==> src/rtl/gaussian_blur_pipe_if.sv <==
// rtl/gaussian_blur_pipe_if.sv - window-in / pixel-out handshake bundle for gaussian_blur_pipe
interface gaussian_blur_pipe_if #(
  parameter int WIDTH = 8
);
  logic [3*WIDTH-1:0] r0_data_in;
  logic [3*WIDTH-1:0] r1_data_in;
  logic [3*WIDTH-1:0] r2_data_in;
  logic [1:0]         mode_in;
  logic               data_valid_in;
  logic               ready_out;
  logic               data_ready_in;
  logic [WIDTH-1:0]   data_out;
  logic               data_valid_out;
  logic               error_out;
  logic               busy_out;

  modport master (
    output r0_data_in, r1_data_in, r2_data_in, mode_in, data_valid_in, data_ready_in,
    input  ready_out, data_out, data_valid_out, error_out, busy_out
  );

  modport slave (
    input  r0_data_in, r1_data_in, r2_data_in, mode_in, data_valid_in, data_ready_in,
    output ready_out, data_out, data_valid_out, error_out, busy_out
  );
endinterface

==> src/rtl/gaussian_blur_pipe.sv <==
// rtl/gaussian_blur_pipe.sv - 3-stage separable 3x3 blur with per-window kernel and backpressure
module gaussian_blur_pipe #(
  parameter int WIDTH = 8,
  parameter int ROUND = 1
) (
  input logic               clk_in,
  input logic               rst_in,
  gaussian_blur_pipe_if.slave bus
);
  localparam int HW = WIDTH + 3;
  localparam int VW = WIDTH + 6;
  localparam int NW = WIDTH + 7;

  // mode[1] selects passthrough (modes 2 and 3), mode[0] selects the [1 6 1] kernel
  function automatic logic [HW-1:0] hpass(input logic [3*WIDTH-1:0] row, input logic six);
    logic [HW-1:0] a, b, c;
    a = HW'(row[3*WIDTH-1:2*WIDTH]);
    b = HW'(row[2*WIDTH-1:WIDTH]);
    c = HW'(row[WIDTH-1:0]);
    return six ? a + (b << 2) + (b << 1) + c : a + (b << 1) + c;
  endfunction

  function automatic logic [VW-1:0] vpass(input logic [HW-1:0] h0, input logic [HW-1:0] h1,
                                          input logic [HW-1:0] h2, input logic six);
    logic [VW-1:0] a, b, c;
    a = VW'(h0);
    b = VW'(h1);
    c = VW'(h2);
    return six ? a + (b << 2) + (b << 1) + c : a + (b << 1) + c;
  endfunction

  logic          s1_valid_q, s2_valid_q, s3_valid_q;
  logic [1:0]    s1_mode_q, s2_mode_q;
  logic [HW-1:0] h0_q, h1_q, h2_q;
  logic [VW-1:0] v_q;
  logic [WIDTH-1:0] data_q;
  logic          error_q, busy_q;

  logic          stall, ready, accept;
  logic [NW-1:0] rnd_add, shifted;
  logic [WIDTH-1:0] norm_d;

  assign stall  = s3_valid_q && !bus.data_ready_in;
  assign ready  = !stall;
  assign accept = bus.data_valid_in && ready;

  always_comb begin
    rnd_add = '0;
    shifted = NW'(v_q);
    if (!s2_mode_q[1]) begin
      if (ROUND != 0) rnd_add = s2_mode_q[0] ? NW'(32) : NW'(8);
      shifted = s2_mode_q[0] ? (NW'(v_q) + rnd_add) >> 6 : (NW'(v_q) + rnd_add) >> 4;
    end
    norm_d = (shifted > NW'({WIDTH{1'b1}})) ? {WIDTH{1'b1}} : shifted[WIDTH-1:0];
  end

  always_ff @(posedge clk_in) begin
    if (rst_in) begin
      s1_valid_q <= 1'b0;
      s2_valid_q <= 1'b0;
      s3_valid_q <= 1'b0;
      data_q     <= '0;
      error_q    <= 1'b0;
      busy_q     <= 1'b0;
    end else begin
      if (bus.data_valid_in && !ready) error_q <= 1'b1;
      if (!stall) begin
        s1_valid_q <= accept;
        s1_mode_q  <= bus.mode_in;
        h0_q       <= hpass(bus.r0_data_in, bus.mode_in[0]);
        h1_q       <= bus.mode_in[1] ? HW'(bus.r1_data_in[2*WIDTH-1:WIDTH])
                                     : hpass(bus.r1_data_in, bus.mode_in[0]);
        h2_q       <= hpass(bus.r2_data_in, bus.mode_in[0]);

        s2_valid_q <= s1_valid_q;
        s2_mode_q  <= s1_mode_q;
        v_q        <= s1_mode_q[1] ? VW'(h1_q) : vpass(h0_q, h1_q, h2_q, s1_mode_q[0]);

        s3_valid_q <= s2_valid_q;
        if (s2_valid_q) data_q <= norm_d;

        busy_q     <= accept | s1_valid_q | s2_valid_q;
      end
    end
  end

  assign bus.ready_out      = ready;
  assign bus.data_out       = data_q;
  assign bus.data_valid_out = s3_valid_q;
  assign bus.error_out      = error_q;
  assign bus.busy_out       = busy_q;
endmodule

==> src/flat_wrapper.sv <==
// flat-port wrapper written by rule: the top's interface ports become plain ports
module gaussian_blur_pipe_flat 
#(
  parameter int WIDTH = 8,
  parameter int ROUND = 1
)
  (clk_in, rst_in, bus_r0_data_in, bus_r1_data_in, bus_r2_data_in, bus_mode_in, bus_data_valid_in, bus_data_ready_in, bus_ready_out, bus_data_out, bus_data_valid_out, bus_error_out, bus_busy_out);
  gaussian_blur_pipe_if #(.WIDTH(WIDTH)) bus_i ();
  input logic clk_in;
  input logic rst_in;
  input wire logic [$bits(bus_i.r0_data_in)-1:0] bus_r0_data_in;
  input wire logic [$bits(bus_i.r1_data_in)-1:0] bus_r1_data_in;
  input wire logic [$bits(bus_i.r2_data_in)-1:0] bus_r2_data_in;
  input wire logic [$bits(bus_i.mode_in)-1:0] bus_mode_in;
  input wire logic [$bits(bus_i.data_valid_in)-1:0] bus_data_valid_in;
  input wire logic [$bits(bus_i.data_ready_in)-1:0] bus_data_ready_in;
  output wire logic [$bits(bus_i.ready_out)-1:0] bus_ready_out;
  output wire logic [$bits(bus_i.data_out)-1:0] bus_data_out;
  output wire logic [$bits(bus_i.data_valid_out)-1:0] bus_data_valid_out;
  output wire logic [$bits(bus_i.error_out)-1:0] bus_error_out;
  output wire logic [$bits(bus_i.busy_out)-1:0] bus_busy_out;
  assign bus_i.r0_data_in = bus_r0_data_in;
  assign bus_i.r1_data_in = bus_r1_data_in;
  assign bus_i.r2_data_in = bus_r2_data_in;
  assign bus_i.mode_in = bus_mode_in;
  assign bus_i.data_valid_in = bus_data_valid_in;
  assign bus_i.data_ready_in = bus_data_ready_in;
  assign bus_ready_out = bus_i.ready_out;
  assign bus_data_out = bus_i.data_out;
  assign bus_data_valid_out = bus_i.data_valid_out;
  assign bus_error_out = bus_i.error_out;
  assign bus_busy_out = bus_i.busy_out;
  gaussian_blur_pipe #(.WIDTH(WIDTH), .ROUND(ROUND)) u_core (.clk_in(clk_in), .rst_in(rst_in), .bus(bus_i));
endmodule
==> config.mk <==
export PLATFORM = sky130hd
export DESIGN_NAME = gaussian_blur_pipe_flat
export DESIGN_NICKNAME = d
export VERILOG_FILES = /design/src/rtl/gaussian_blur_pipe_if.sv /design/src/rtl/gaussian_blur_pipe.sv /design/src/flat_wrapper.sv
export SDC_FILE = /design/constraint.sdc
export NUM_CORES = 1
export LEC_CHECK = 0
export CORE_ASPECT_RATIO = 0.6
export CORE_MARGIN = 8
export CORE_UTILIZATION = 54
export DETAILED_ROUTE_END_ITERATION = 6
export GPL_ROUTABILITY_DRIVEN = 0
export PLACE_DENSITY = 0.79
export SKIP_CTS_REPAIR_TIMING = 1
export SYNTH_ARGS = -nofsm -noshare
export SYNTH_HDL_FRONTEND = slang
export SYNTH_SLANG_ARGS = --single-unit
==> constraint.sdc <==
create_clock -name clk_in -period 3.8 [get_ports clk_in]
set_clock_uncertainty 0.05 [all_clocks]
set_input_delay 0.76 -clock clk_in [delete_from_list [all_inputs] [get_ports clk_in]]
set_output_delay 0.76 -clock clk_in [all_outputs]
set_load 0.03 [all_outputs]
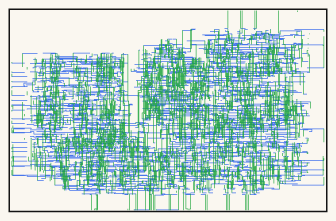
Figure 1: run 1, metal layers overlaid.
Only two layers are drawn.
- green: metal 2 (wire length 10,500 um)
- blue: metal 1 (wire length 11,400 um)

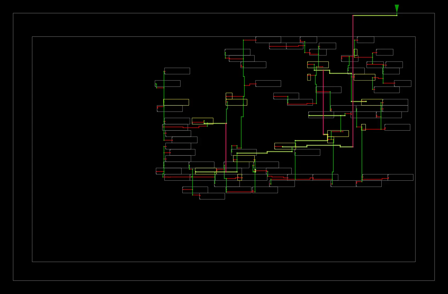
Figure 2: run 1, the clock network.
Clock Power: 0.000807 W
Latency at later pin: 0.33 ns
clock sink count: 64
flop count: 64
CLK BUF: 9

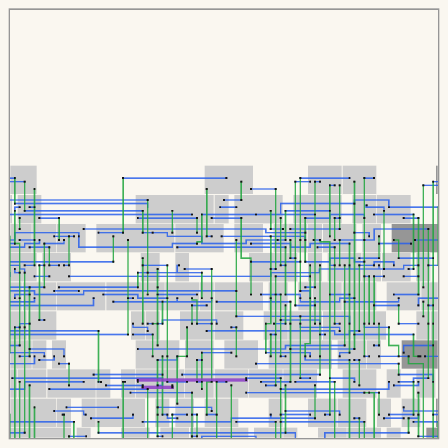
Figure 3: run 1, close-up of the layout.
Region (26, 67) to (66, 107) um. Cells in gray, sequential cells in the stronger gray; small squares are vias.
- green: metal 2
- blue: metal 1
- purple: metal 3
- sequential cells in the window: 0
- cells with their middle in the window: 89
- most frequent: nor2_1 (11), ha_1 (11), buf_4 (10)

## run 1: registers in the layout, indices dropped and copies added, names as in the netlist, 2 cells and up
register,cells
u_core.v_q,14
u_core.h2_q,11
u_core.h1_q,11
u_core.h0_q,11
u_core.bus.data_out,8
u_core.s1_mode_q,2
u_core.s2_mode_q,2
## run 1: kinds of logic (layout without fill, tap and decap cells)
family,after synthesis,count (layout),synth area share
compound gates,262,262,0.191
simple gates,220,220,0.117
fa+ha+maj,190,190,0.321
buf+inv,186,405,0.0822
xor+xnor,83,83,0.0803
flops,64,64,0.198
mux,9,9,0.0106
## run 1: per-layer routing
metal	wire length [um]	share of wire	up-vias
met5	0	0	-
met4	248	0.011	0
met3	1320	0.057	23
met2	10500	0.45	251
met1	11400	0.49	3711
li1	-	-	3915
==> flow_summary_export.csv, run 1 <==
group,metric,value,unit
status,status,"complete, no violations",
logic_synthesis,avgSynthCellArea,8.93,um2
global_routing,grt_pass1_vias,8036,
final_layout,fin_area,0.0118,mm2
worst_setup_path,cpLargestDelayFamily,"AND-OR/OR-AND gates",
sta,finalHoldViolCount,0,
logic_synthesis,yosysTopAreaCell,"edfxtp_1",
worst_setup_path,crit_path_cell_trace,"inv_1 > fa_1 > fa_1 > inv_2 > ha_4 > a211oi_4 > o21bai_2 > a221o_1 > a211o_1 > o31ai_2 > xor2_1 > o21ai_1",
cts,path_clk_slew,0.06,ns
placement,dpl-instance-area,0.0111,mm2
cts,cts_tree,"yes",
floorplan,core_area,0.0163,mm2
power,cellInternalPower,0.00383,W
sta,worst_pin_slew,0.845,ns
final_layout,largest_class,"multi-input combinational cells",
logic_synthesis,ys.flop_type,"edfxtp_1",
worst_setup_path,path_common_cell,"fa_1",
logic_synthesis,top_cell_area_share,0.169,
worst_setup_path,cp.required,3.83,ns
floorplan,fp_util,0.555,
logic_synthesis,ys.flops,64,
global_routing,grt_util_met3,0.0301,
sta,rsz0062_at_grt,"true",
sta,timing.fmax,266,MHz
==> run 2: changes to the inputs <==
--- a/config.mk
+++ b/config.mk
@@ -11,4 +11,5 @@
 export DETAILED_ROUTE_END_ITERATION = 6
 export GPL_ROUTABILITY_DRIVEN = 0
+export HOLD_SLACK_MARGIN = 0.15
 export PLACE_DENSITY = 0.79
 export SKIP_CTS_REPAIR_TIMING = 1
==> constraint.sdc (replaced) <==
create_clock -name clk_in -period 3.8 [get_ports clk_in]
set_clock_uncertainty 0.05 [all_clocks]
set_input_delay 0.38 -clock clk_in [delete_from_list [all_inputs] [get_ports clk_in]]
set_output_delay 0.38 -clock clk_in [all_outputs]
set_load 0.03 [all_outputs]
==> flow_summary_export.csv, run 2 <==
group,metric,value,unit
power,clk-power,0.000891,W
logic_synthesis,yosysTopAreaCell,"edfxtp_1",
drt,met3RoutedLength,1310,um
final_layout,largest_reg_flops,14,
global_routing,grt_pass1_vias,7505,
logic_synthesis,top_cell_area_share,0.169,
floorplan,core_area,0.0163,mm2
drt,route.met2.wl,9130,um
final_layout,fin_area,0.0110,mm2
final_layout,flops,64,
placement,dpl-instance-area,0.0106,mm2
cts,clk_latency,0.34,ns
final_layout,largest-register,"u_core.v_q",
worst_setup_path,cp.required,3.83,ns
sta,worst_slack,-0.0309,ns
sta,rsz0062_at_grt,"true",
drt,dr.max_layer_used,"met4",
worst_setup_path,crit_path_cell_trace,"inv_2 > fa_1 > fa_1 > inv_2 > ha_4 > a211oi_4 > o21bai_1 > a221o_1 > a211o_1 > o31ai_2 > xor2_1 > o21ai_1",
final_layout,num-multi-input-gates,764,
sta,worst_pin_slew,0.936,ns
final_layout,largest_class,"multi-input combinational cells",
sta,setup-violations-final,1,
sta,timing.fmax,261,MHz
logic_synthesis,ys.flops,64,
status,violations,"setup timing",
worst_setup_path,cpLargestDelayFamily,"AND-OR/OR-AND gates",
power,cellInternalPower,0.00368,W
worst_hold_path,min_path_cells,2,
sta,finalHoldViolCount,0,
cts,clock_sinks,64,
status,status,"finished with violations",
## run 2: cell types whose count changed in the layout (fill, tap and decap cells not counted), moves of 7 or more
cell / change
dlymetal6s2s_1: -19
inv_2: -12
o21ai_0: +8
buf_4: -72
a21oi_1: +9
ha_1: +11
fa_2: -7
fa_1: +7
ha_2: -8
inv_1: +12
clkdlybuf4s50_1: +19
a21oi_2: -10
## run 2: cells by family after synthesis
| family | after synthesis | synth area share |
|---|---|---|
| compound gates | 262 | 0.191 |
| xor+xnor | 83 | 0.0803 |
| mux | 9 | 0.0106 |
| fa+ha+maj | 190 | 0.321 |
| flops | 64 | 0.198 |
| buf+inv | 186 | 0.0822 |
| simple gates | 220 | 0.117 |
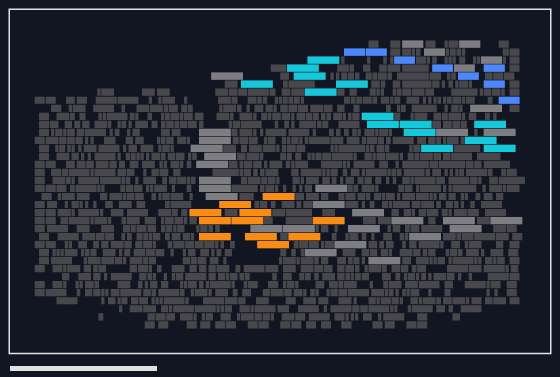
Figure 4: run 2, sequential cells grouped by signal name.
The bar under the picture is 50 um long. Other sequential cells in the stronger gray, the rest of the logic in the fainter gray.
- orange: u_core.h1_q (sequential cells 11; where center)
- blue: u_core.bus.data_out (sequential cells 8; where upper right)
- cyan: u_core.v_q (sequential cells 14)
- not colored: 31

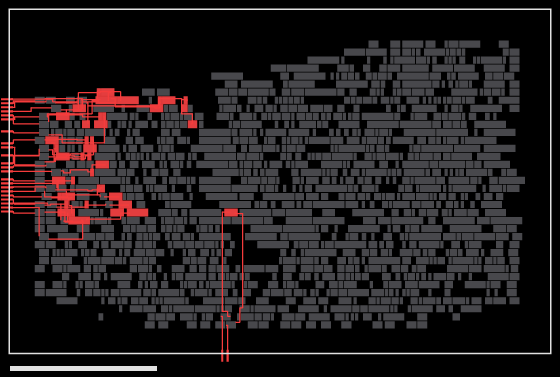
Figure 5: run 2, wires at chosen ports, followed through buffers.
The bar under the picture is 50 um long.
- red: bus_r0_data_in (direction input; edge 22 left, 2 bottom; end cells 42; buffers 27; wire 883 um)

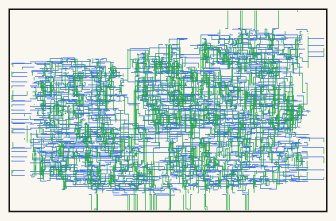
Figure 6: run 2, metal layers overlaid.
Only two layers are drawn.
- blue: metal 1 (wire length 11,000 um)
- green: metal 2 (wire length 9,130 um)

Power is estimated from default activity; no workload was simulated.
